**config.mk**
```make
export PLATFORM = sky130hd
export DESIGN_NAME = sync_fifo_param_flat
export DESIGN_NICKNAME = d
export VERILOG_FILES = /design/src/rtl/sync_fifo_param_if.sv /design/src/rtl/sync_fifo_param.sv /design/src/flat_wrapper.sv
export SDC_FILE = /design/constraint.sdc
export NUM_CORES = 1
export LEC_CHECK = 0
export ABC_AREA = 1
export CAP_MARGIN = 30
export CORE_MARGIN = 5
export CORE_UTILIZATION = 45
export DETAILED_ROUTE_END_ITERATION = 10
export PLACE_DENSITY = 0.76
export RECOVER_POWER = 25
export SLEW_MARGIN = 20
export SYNTH_ARGS = -nofsm -noshare
export SYNTH_HDL_FRONTEND = slang
export SYNTH_SLANG_ARGS = --single-unit
```
**constraint.sdc**
```tcl
create_clock -name clk -period 4.2 [get_ports clk]
set_input_delay 0.63 -clock clk [delete_from_list [all_inputs] [get_ports clk]]
set_output_delay 0.63 -clock clk [all_outputs]
set_load 0.005 [all_outputs]
```
**src/rtl/sync_fifo_param_if.sv**
```systemverilog
// Write/read handshake bundle for sync_fifo_param: the producer/consumer side uses
// the master modport, and the FIFO uses the slave modport.
interface sync_fifo_param_if #(
    parameter int datawidth  = 8,
    parameter int addr_width = 3
);
    logic                  flush;
    logic                  winc;
    logic [datawidth-1:0]  wdata;
    logic                  rinc;
    logic [datawidth-1:0]  rdata;
    logic                  wfull;
    logic                  rempty;
    logic                  almost_full;
    logic                  almost_empty;
    logic [addr_width:0]   count;
    logic                  overflow;
    logic                  underflow;

    modport master (
        output flush, winc, wdata, rinc,
        input  rdata, wfull, rempty, almost_full, almost_empty, count, overflow, underflow
    );

    modport slave (
        input  flush, winc, wdata, rinc,
        output rdata, wfull, rempty, almost_full, almost_empty, count, overflow, underflow
    );
endinterface

```
**src/rtl/sync_fifo_param.sv**
```systemverilog
// Single-clock parametrised FIFO with occupancy count, almost flags, sticky
// overflow/underflow, synchronous flush and selectable first-word-fall-through reads.
module sync_fifo_param #(
    parameter int datawidth     = 8,
    parameter int addr_width    = 3,
    parameter int fwft          = 0,
    parameter int afull_thresh  = (1 << addr_width) - 2,
    parameter int aempty_thresh = 1
) (
    input  logic               clk,
    input  logic               rst_n,
    sync_fifo_param_if.slave   bus
);
    localparam logic [addr_width:0]   c_depth   = {1'b1, {addr_width{1'b0}}};
    localparam logic [addr_width:0]   c_afull   = (addr_width+1)'(afull_thresh);
    localparam logic [addr_width:0]   c_aempty  = (addr_width+1)'(aempty_thresh);
    localparam logic [addr_width:0]   c_cnt_one = (addr_width+1)'(1);
    localparam logic [addr_width-1:0] c_ptr_one = (addr_width)'(1);

    logic [datawidth-1:0]  r_mem [1 << addr_width];
    logic [addr_width-1:0] r_wr_ptr;
    logic [addr_width-1:0] r_rd_ptr;
    logic [addr_width:0]   r_count;
    logic                  r_overflow;
    logic                  r_underflow;

    logic                  w_full;
    logic                  w_empty;
    logic                  w_wr_acc;
    logic                  w_rd_acc;
    logic                  w_clear;
    logic [datawidth-1:0]  w_rdata;

    // A request is taken on the edge where it is high and its flag (sampled from
    // registered state) is low; a refused request only raises its sticky error flag.
    assign w_full   = (r_count == c_depth);
    assign w_empty  = (r_count == '0);
    assign w_wr_acc = bus.winc && !w_full;
    assign w_rd_acc = bus.rinc && !w_empty;
    assign w_clear  = !rst_n || bus.flush;

    always_ff @(posedge clk) begin
        if (w_clear) begin
            r_wr_ptr    <= '0;
            r_rd_ptr    <= '0;
            r_count     <= '0;
            r_overflow  <= 1'b0;
            r_underflow <= 1'b0;
        end else begin
            if (w_wr_acc) r_wr_ptr <= r_wr_ptr + c_ptr_one;
            if (w_rd_acc) r_rd_ptr <= r_rd_ptr + c_ptr_one;
            case ({w_wr_acc, w_rd_acc})
                2'b10:   r_count <= r_count + c_cnt_one;
                2'b01:   r_count <= r_count - c_cnt_one;
                default: r_count <= r_count;
            endcase
            if (bus.winc && w_full)  r_overflow  <= 1'b1;
            if (bus.rinc && w_empty) r_underflow <= 1'b1;
        end
    end

    // Storage is never cleared; only the pointers define what is valid.
    always_ff @(posedge clk) begin
        if (!w_clear && w_wr_acc) r_mem[r_wr_ptr] <= bus.wdata;
    end

    generate
        if (fwft != 0) begin : g_fwft
            assign w_rdata = r_mem[r_rd_ptr];
        end else begin : g_reg_read
            logic [datawidth-1:0] r_rdata;
            always_ff @(posedge clk) begin
                if (!rst_n) begin
                    r_rdata <= '0;
                end else if (!bus.flush && w_rd_acc) begin
                    r_rdata <= r_mem[r_rd_ptr];
                end
            end
            assign w_rdata = r_rdata;
        end
    endgenerate

    assign bus.rdata        = w_rdata;
    assign bus.wfull        = w_full;
    assign bus.rempty       = w_empty;
    assign bus.almost_full  = (r_count >= c_afull);
    assign bus.almost_empty = (r_count <= c_aempty);
    assign bus.count        = r_count;
    assign bus.overflow     = r_overflow;
    assign bus.underflow    = r_underflow;
endmodule

```
**src/flat_wrapper.sv**
```systemverilog
// flat-port wrapper written by rule: the top's interface ports become plain ports
module sync_fifo_param_flat 
#(
    parameter int datawidth     = 8,
    parameter int addr_width    = 3,
    parameter int fwft          = 0,
    parameter int afull_thresh  = (1 << addr_width) - 2,
    parameter int aempty_thresh = 1
)
  (clk, rst_n, bus_flush, bus_winc, bus_wdata, bus_rinc, bus_rdata, bus_wfull, bus_rempty, bus_almost_full, bus_almost_empty, bus_count, bus_overflow, bus_underflow);
  sync_fifo_param_if #(.datawidth(datawidth), .addr_width(addr_width)) bus_i ();
  input  logic clk;
  input  logic rst_n;
  input wire logic [$bits(bus_i.flush)-1:0] bus_flush;
  input wire logic [$bits(bus_i.winc)-1:0] bus_winc;
  input wire logic [$bits(bus_i.wdata)-1:0] bus_wdata;
  input wire logic [$bits(bus_i.rinc)-1:0] bus_rinc;
  output wire logic [$bits(bus_i.rdata)-1:0] bus_rdata;
  output wire logic [$bits(bus_i.wfull)-1:0] bus_wfull;
  output wire logic [$bits(bus_i.rempty)-1:0] bus_rempty;
  output wire logic [$bits(bus_i.almost_full)-1:0] bus_almost_full;
  output wire logic [$bits(bus_i.almost_empty)-1:0] bus_almost_empty;
  output wire logic [$bits(bus_i.count)-1:0] bus_count;
  output wire logic [$bits(bus_i.overflow)-1:0] bus_overflow;
  output wire logic [$bits(bus_i.underflow)-1:0] bus_underflow;
  assign bus_i.flush = bus_flush;
  assign bus_i.winc = bus_winc;
  assign bus_i.wdata = bus_wdata;
  assign bus_i.rinc = bus_rinc;
  assign bus_rdata = bus_i.rdata;
  assign bus_wfull = bus_i.wfull;
  assign bus_rempty = bus_i.rempty;
  assign bus_almost_full = bus_i.almost_full;
  assign bus_almost_empty = bus_i.almost_empty;
  assign bus_count = bus_i.count;
  assign bus_overflow = bus_i.overflow;
  assign bus_underflow = bus_i.underflow;
  sync_fifo_param #(.datawidth(datawidth), .addr_width(addr_width), .fwft(fwft), .afull_thresh(afull_thresh), .aempty_thresh(aempty_thresh)) u_core (.clk(clk), .rst_n(rst_n), .bus(bus_i));
endmodule
```
### Met1 routing, run 1

(4 px per µm) Supply wires on this layer in gray.
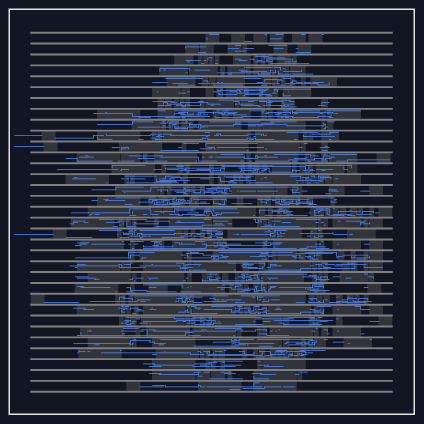
longest straight run: 35.4 µm
share of all routed wire: 44%
wire length on this layer: 3460 µm
main direction: horizontal

### Met2 routing, run 1

(4 px per µm)
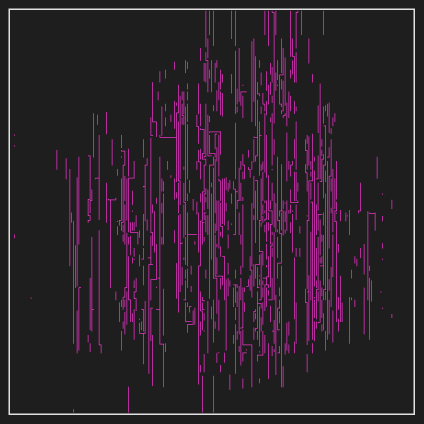
share of all routed wire: 48%
nets with wire on the layer: 328
wire length on this layer: 3800 µm

==> metrics.yaml, run 1 <==
worst_setup_path:
  crit_path_cell_trace: "clkdlybuf4s50_1 > inv_2 > nor2_1 > inv_1 > nor4_2"
  timing.setup.critical_path_class: "in -> reg"
  cp_max_fo: 11
  critPathTopFamily: "simple AND/OR/NAND/NOR gates"
  r2r_slack_ps: 1860
  rr_worst_depth: 7
  path_buffers: 3
  end_kind: "flip-flop"
  cp_data_arrival_time_ps: 2730
  start_kind: "input port"
  cpPeakStageDelay_ps: 740
  cp.required_ps: 4180
  crit_end: "u_core.r_mem[1][1]$_DFFE_PP_"
  worst_path_max_delay_cell: "nor4_2"
  worst-path-stages: 5
  worst_r2r_endpoint: "u_core.r_mem[0][5]$_DFFE_PP_"
status:
  status: "finished, final reports clean"
yosys:
  yosys_warnings: 0
  netlist_instances: 379
  ys_cells: 379
  mappedNetlistArea_um2: 3720
  synthArstFlopShare_pct: 0
  aoi_share_pct: 4.31
  postSynthAreaPerCell_um2: 9.80
  synthXorXnorAreaFrac_pct: 0.236
  area_leaders: "edfxtp_1 52%, dfxtp_1 11%, nand2_1 10%"
  synth.area.mux_share_pct: 0
  enable_flop_cells: 64
  postSynthSeqShare_pct: 62.5
  synth-seq-cells: 84
  yosysMostFrequentCell: "nand2_1"
  ys_sh_adder_pct: 2.36
  ff_type: "edfxtp_1"
  synthTopLogicFamily: "simple AND/OR/NAND/NOR gates"
power:
  power.switching_w: 0.000354
  top_power_group: "sequential cells"
  post-layout-total-power_w: 0.00163
  register_share_of_total_power_pct: 56.0
  power_density_of_the_placed_cells_nw_per_um2: 380
  power.sequential.total_w: 0.000910
  irDropWorstVdd_uv: 155
  clock_network_fraction_of_design_power_pct: 37.1
  netSwitchingFraction_pct: 21.8
  combPwrFrac_pct: 7.0
  power.internal_w: 0.00127
  static-leakage-power_nw: 1.74
cells_and_area:
  largest_reg_flops: 64
  layout.clock_buffers: 9
  fin_nets: 432
  final_core_util_pct: 52.7
  final-comb-area_um2: 1020
  layout_top_cells_excl_fill_tap: "100 x nand2_1, 64 x edfxtp_1, 63 x inv_1"
  final.signal_buffer_count: 34
  clock_tree_area_fraction_pct: 4.76
  multi_input_comb_cells: 212
  fillerInstances: 710
  non_clock_buffer_area_share_pct: 7.71
  synthToLayoutAreaGrowth_pct: 15.3
  drive_gt1_share_pct: 6.97
  area.sequential_um2: 2320
  inverters_excl_clock: 71
  biggestCellCategory: "sequential cells"
  final_common_cell: "nand2_1"
  ff_count: 84
placement:
  hpwl_mm: 5.29
  io_buffers: 30
  dp.cells: 506
  gp_congestion: 0.865
  dpl_cell_area_um2: 4080
  dp_worst_setup_slack_ps: 1110
route:
  wl_per_cell_um: 15.1
  detailroute.wirelength.met3_um: 493
  drtPass1Iterations: 5
  drc_errors: 0
  detail-route-antenna-nets: 0
  m1WireLength_mm: 3.46
  dr_total_vias: 2629
  routed-wl-met2_mm: 3.80
  postRouteWirelength_mm: 7.89
  drt_iter0_markers: 236
timing:
  clk_skew_ps: 9.29
  final.setup.worst_slack_ps: 1450
  slew_headroom_pct: 41.6
  fin_crit_sh_pct: 65.4
  hold_viol_final: 0
  timing.fmax_mhz: 364
  grt_setup_unrepaired: "false"
  min_tclk_post_route_ps: 2750
  report.final.setup_viol: 0
  final.setup.tns_ps: 0
  maxSlewViolCount: 0
  worst_slew_pin_slew_ps: 869
global_routing:
  globalRouteMet2Util_pct: 26.1
  met3_capacity_usage_during_global_routing_pct: 2.28
  grt_first_pass_wirelength_mm: 12.5
  grt_start_max_net_pins: 35
  globalRouteTotalUtil_pct: 16.2
  global_route.usage.met1_pct: 22.4
  gr-total-overflow: 0
  global_route.peak_usage_layer: "met2"
  antenna_found_initial: 0
clocking:
  clkSlewWorstSetupHoldPaths_ps: 80
  ctsLongestPathBuffers: 2
  worst_skew_pair.late_latency_ps: 350
  number_of_clock_buffers_inserted_by_tritoncts: 9
  tritoncts: "done"
  clkSinkCount: 84
min_path:
  min_path_type: "reg -> reg"
  whs_endpoint: "u_core.bus.rdata[1]$_SDFFE_PN0P_"
  hp-start: "u_core.bus.rdata[1]$_SDFFE_PN0P_"
  min_path_cells: 2
floorplan:
  num_io_pins: 31
  tap_cells: 105
  floorplan.die.height_um: 101
  floorplan.initialDensity_pct: 45.7
  rows: 33
  die_w_um: 101
  chipArea_um2: 10200
flow_run:
  timing.max_cap.violations: 0
  tool_warnings: 29
### M3 wires, run 1

(6 px per µm)
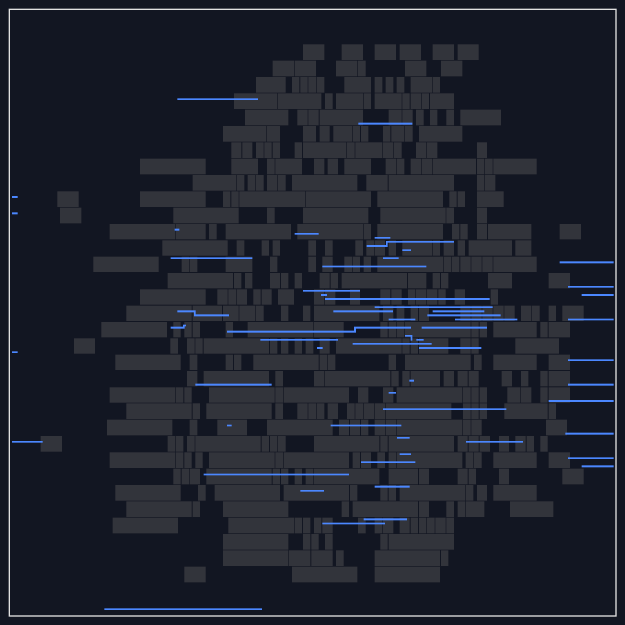
longest straight run: 27.1 µm
nets with wire on the layer: 44

### Met4 routing, run 1

(4 px per µm) Supply wires on this layer in gray.
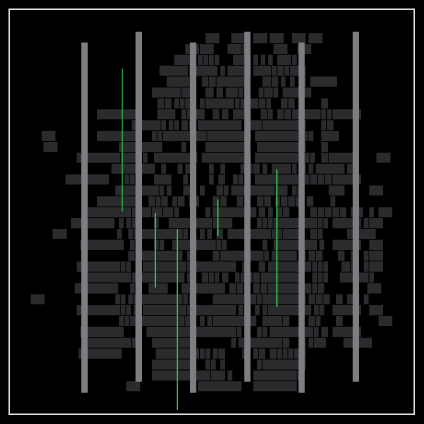
longest straight run: 44.9 µm
main direction: vertical
nets with wire on the layer: 3
wire length on this layer: 141 µm
share of all routed wire: 1.8%

### Routing congestion map, run 1

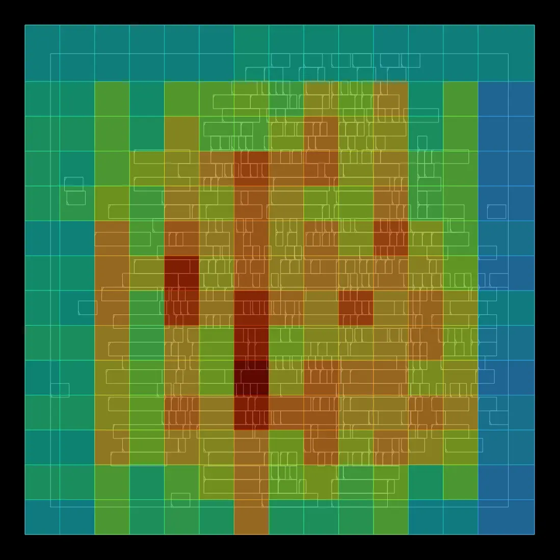

## Run 2: what changed since run 1
clock period = 2.6 ns   (was 4.2 ns; I/O delays follow)
### Routing congestion map, run 2

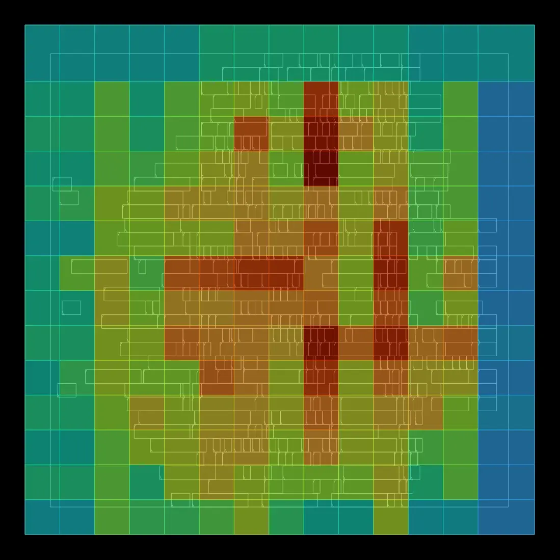
met3 capacity usage during global routing: 4.08%
GRT met2 Usage: 25.8%
gr usage total: 16.4%

==> metrics.yaml, run 2 <==
status:
  status: "finished, final reports clean"
yosys:
  netlist_instances: 379
  synthTopLogicFamily: "simple AND/OR/NAND/NOR gates"
  aoi_share_pct: 4.31
  ff_type: "edfxtp_1"
  postSynthSeqShare_pct: 62.5
  synthXorXnorAreaFrac_pct: 0.236
  area_leaders: "edfxtp_1 52%, dfxtp_1 11%, nand2_1 10%"
  ys_cells: 379
  mappedNetlistArea_um2: 3720
  synthArstFlopShare_pct: 0
  synth-seq-cells: 84
  ys_sh_adder_pct: 2.36
  enable_flop_cells: 64
  yosysMostFrequentCell: "nand2_1"
cells_and_area:
  fin_nets: 439
  non_clock_buffer_area_share_pct: 8.78
  multi_input_comb_cells: 212
  biggestCellCategory: "sequential cells"
  inverters_excl_clock: 71
  synthToLayoutAreaGrowth_pct: 17.3
  clock_tree_area_fraction_pct: 5.17
  fillerInstances: 701
  final.signal_buffer_count: 41
  final_core_util_pct: 53.6
  drive_gt1_share_pct: 9.20
  area.sequential_um2: 2320
  final-comb-area_um2: 1020
worst_setup_path:
  timing.setup.critical_path_class: "reg -> out"
  rr_worst_depth: 11
  critPathTopFamily: "buffers and inverters"
  end_kind: "output pin"
  cp_max_fo: 5
  worst_path_max_delay_cell: "clkdlybuf4s50_1"
  r2r_slack_ps: 480
  worst_r2r_endpoint: "u_core.bus.count[3]$_SDFFE_PP0P_"
  cpPeakStageDelay_ps: 520
  path_buffers: 3
  cp_data_arrival_time_ps: 1850
  cp.required_ps: 2210
  start_kind: "flip-flop"
  crit_path_cell_trace: "inv_1 > ha_1 > inv_1 > nor2_1 > clkdlybuf4s50_1"
timing:
  grt_setup_unrepaired: "false"
  min_tclk_post_route_ps: 2240
  timing.fmax_mhz: 447
  hold_viol_final: 0
  report.final.setup_viol: 0
  worst_slew_pin_slew_ps: 460
  fin_crit_sh_pct: 86.1
  clk_skew_ps: 11.2
  final.setup.worst_slack_ps: 361
  maxSlewViolCount: 0
  slew_headroom_pct: 69.3
clocking:
  number_of_clock_buffers_inserted_by_tritoncts: 9
  clkSinkCount: 84
  worst_skew_pair.late_latency_ps: 350
  clkSlewWorstSetupHoldPaths_ps: 90
power:
  clock_network_fraction_of_design_power_pct: 37.4
  power.sequential.total_w: 0.00147
  power.internal_w: 0.00206
  power.switching_w: 0.000594
  combPwrFrac_pct: 7.3
  irDropWorstVdd_uv: 296
  register_share_of_total_power_pct: 55.4
  post-layout-total-power_w: 0.00265
route:
  detail-route-antenna-nets: 0
  dr_total_vias: 2665
  detailroute.wirelength.met3_um: 628
  drt_iter0_markers: 246
  postRouteWirelength_mm: 7.99
  drtPass1Iterations: 5
  drc_errors: 0
  m1WireLength_mm: 3.34
  routed-wl-met2_mm: 3.82
flow_run:
  timing.max_cap.violations: 0
  tool_warnings: 29
placement:
  dp_worst_setup_slack_ps: 498
  gp_congestion: 0.834
  io_buffers: 30
global_routing:
  grt_start_max_net_pins: 35
  antenna_found_initial: 0
  global_route.peak_usage_layer: "met2"
  gr-total-overflow: 0
  grt_first_pass_wirelength_mm: 12.5
floorplan:
  chipArea_um2: 10200
  die_w_um: 101
min_path:
  min_path_type: "reg -> reg"
### Met2 routing, run 2

(4 px per µm)
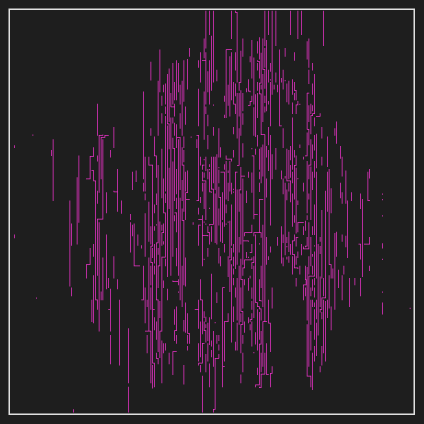
share of all routed wire: 48%
main direction: vertical
longest straight run: 46.8 µm
nets with wire on the layer: 325
wire length on this layer: 3820 µm

Power figures rest on the tool's default switching activity, not on a simulated workload.
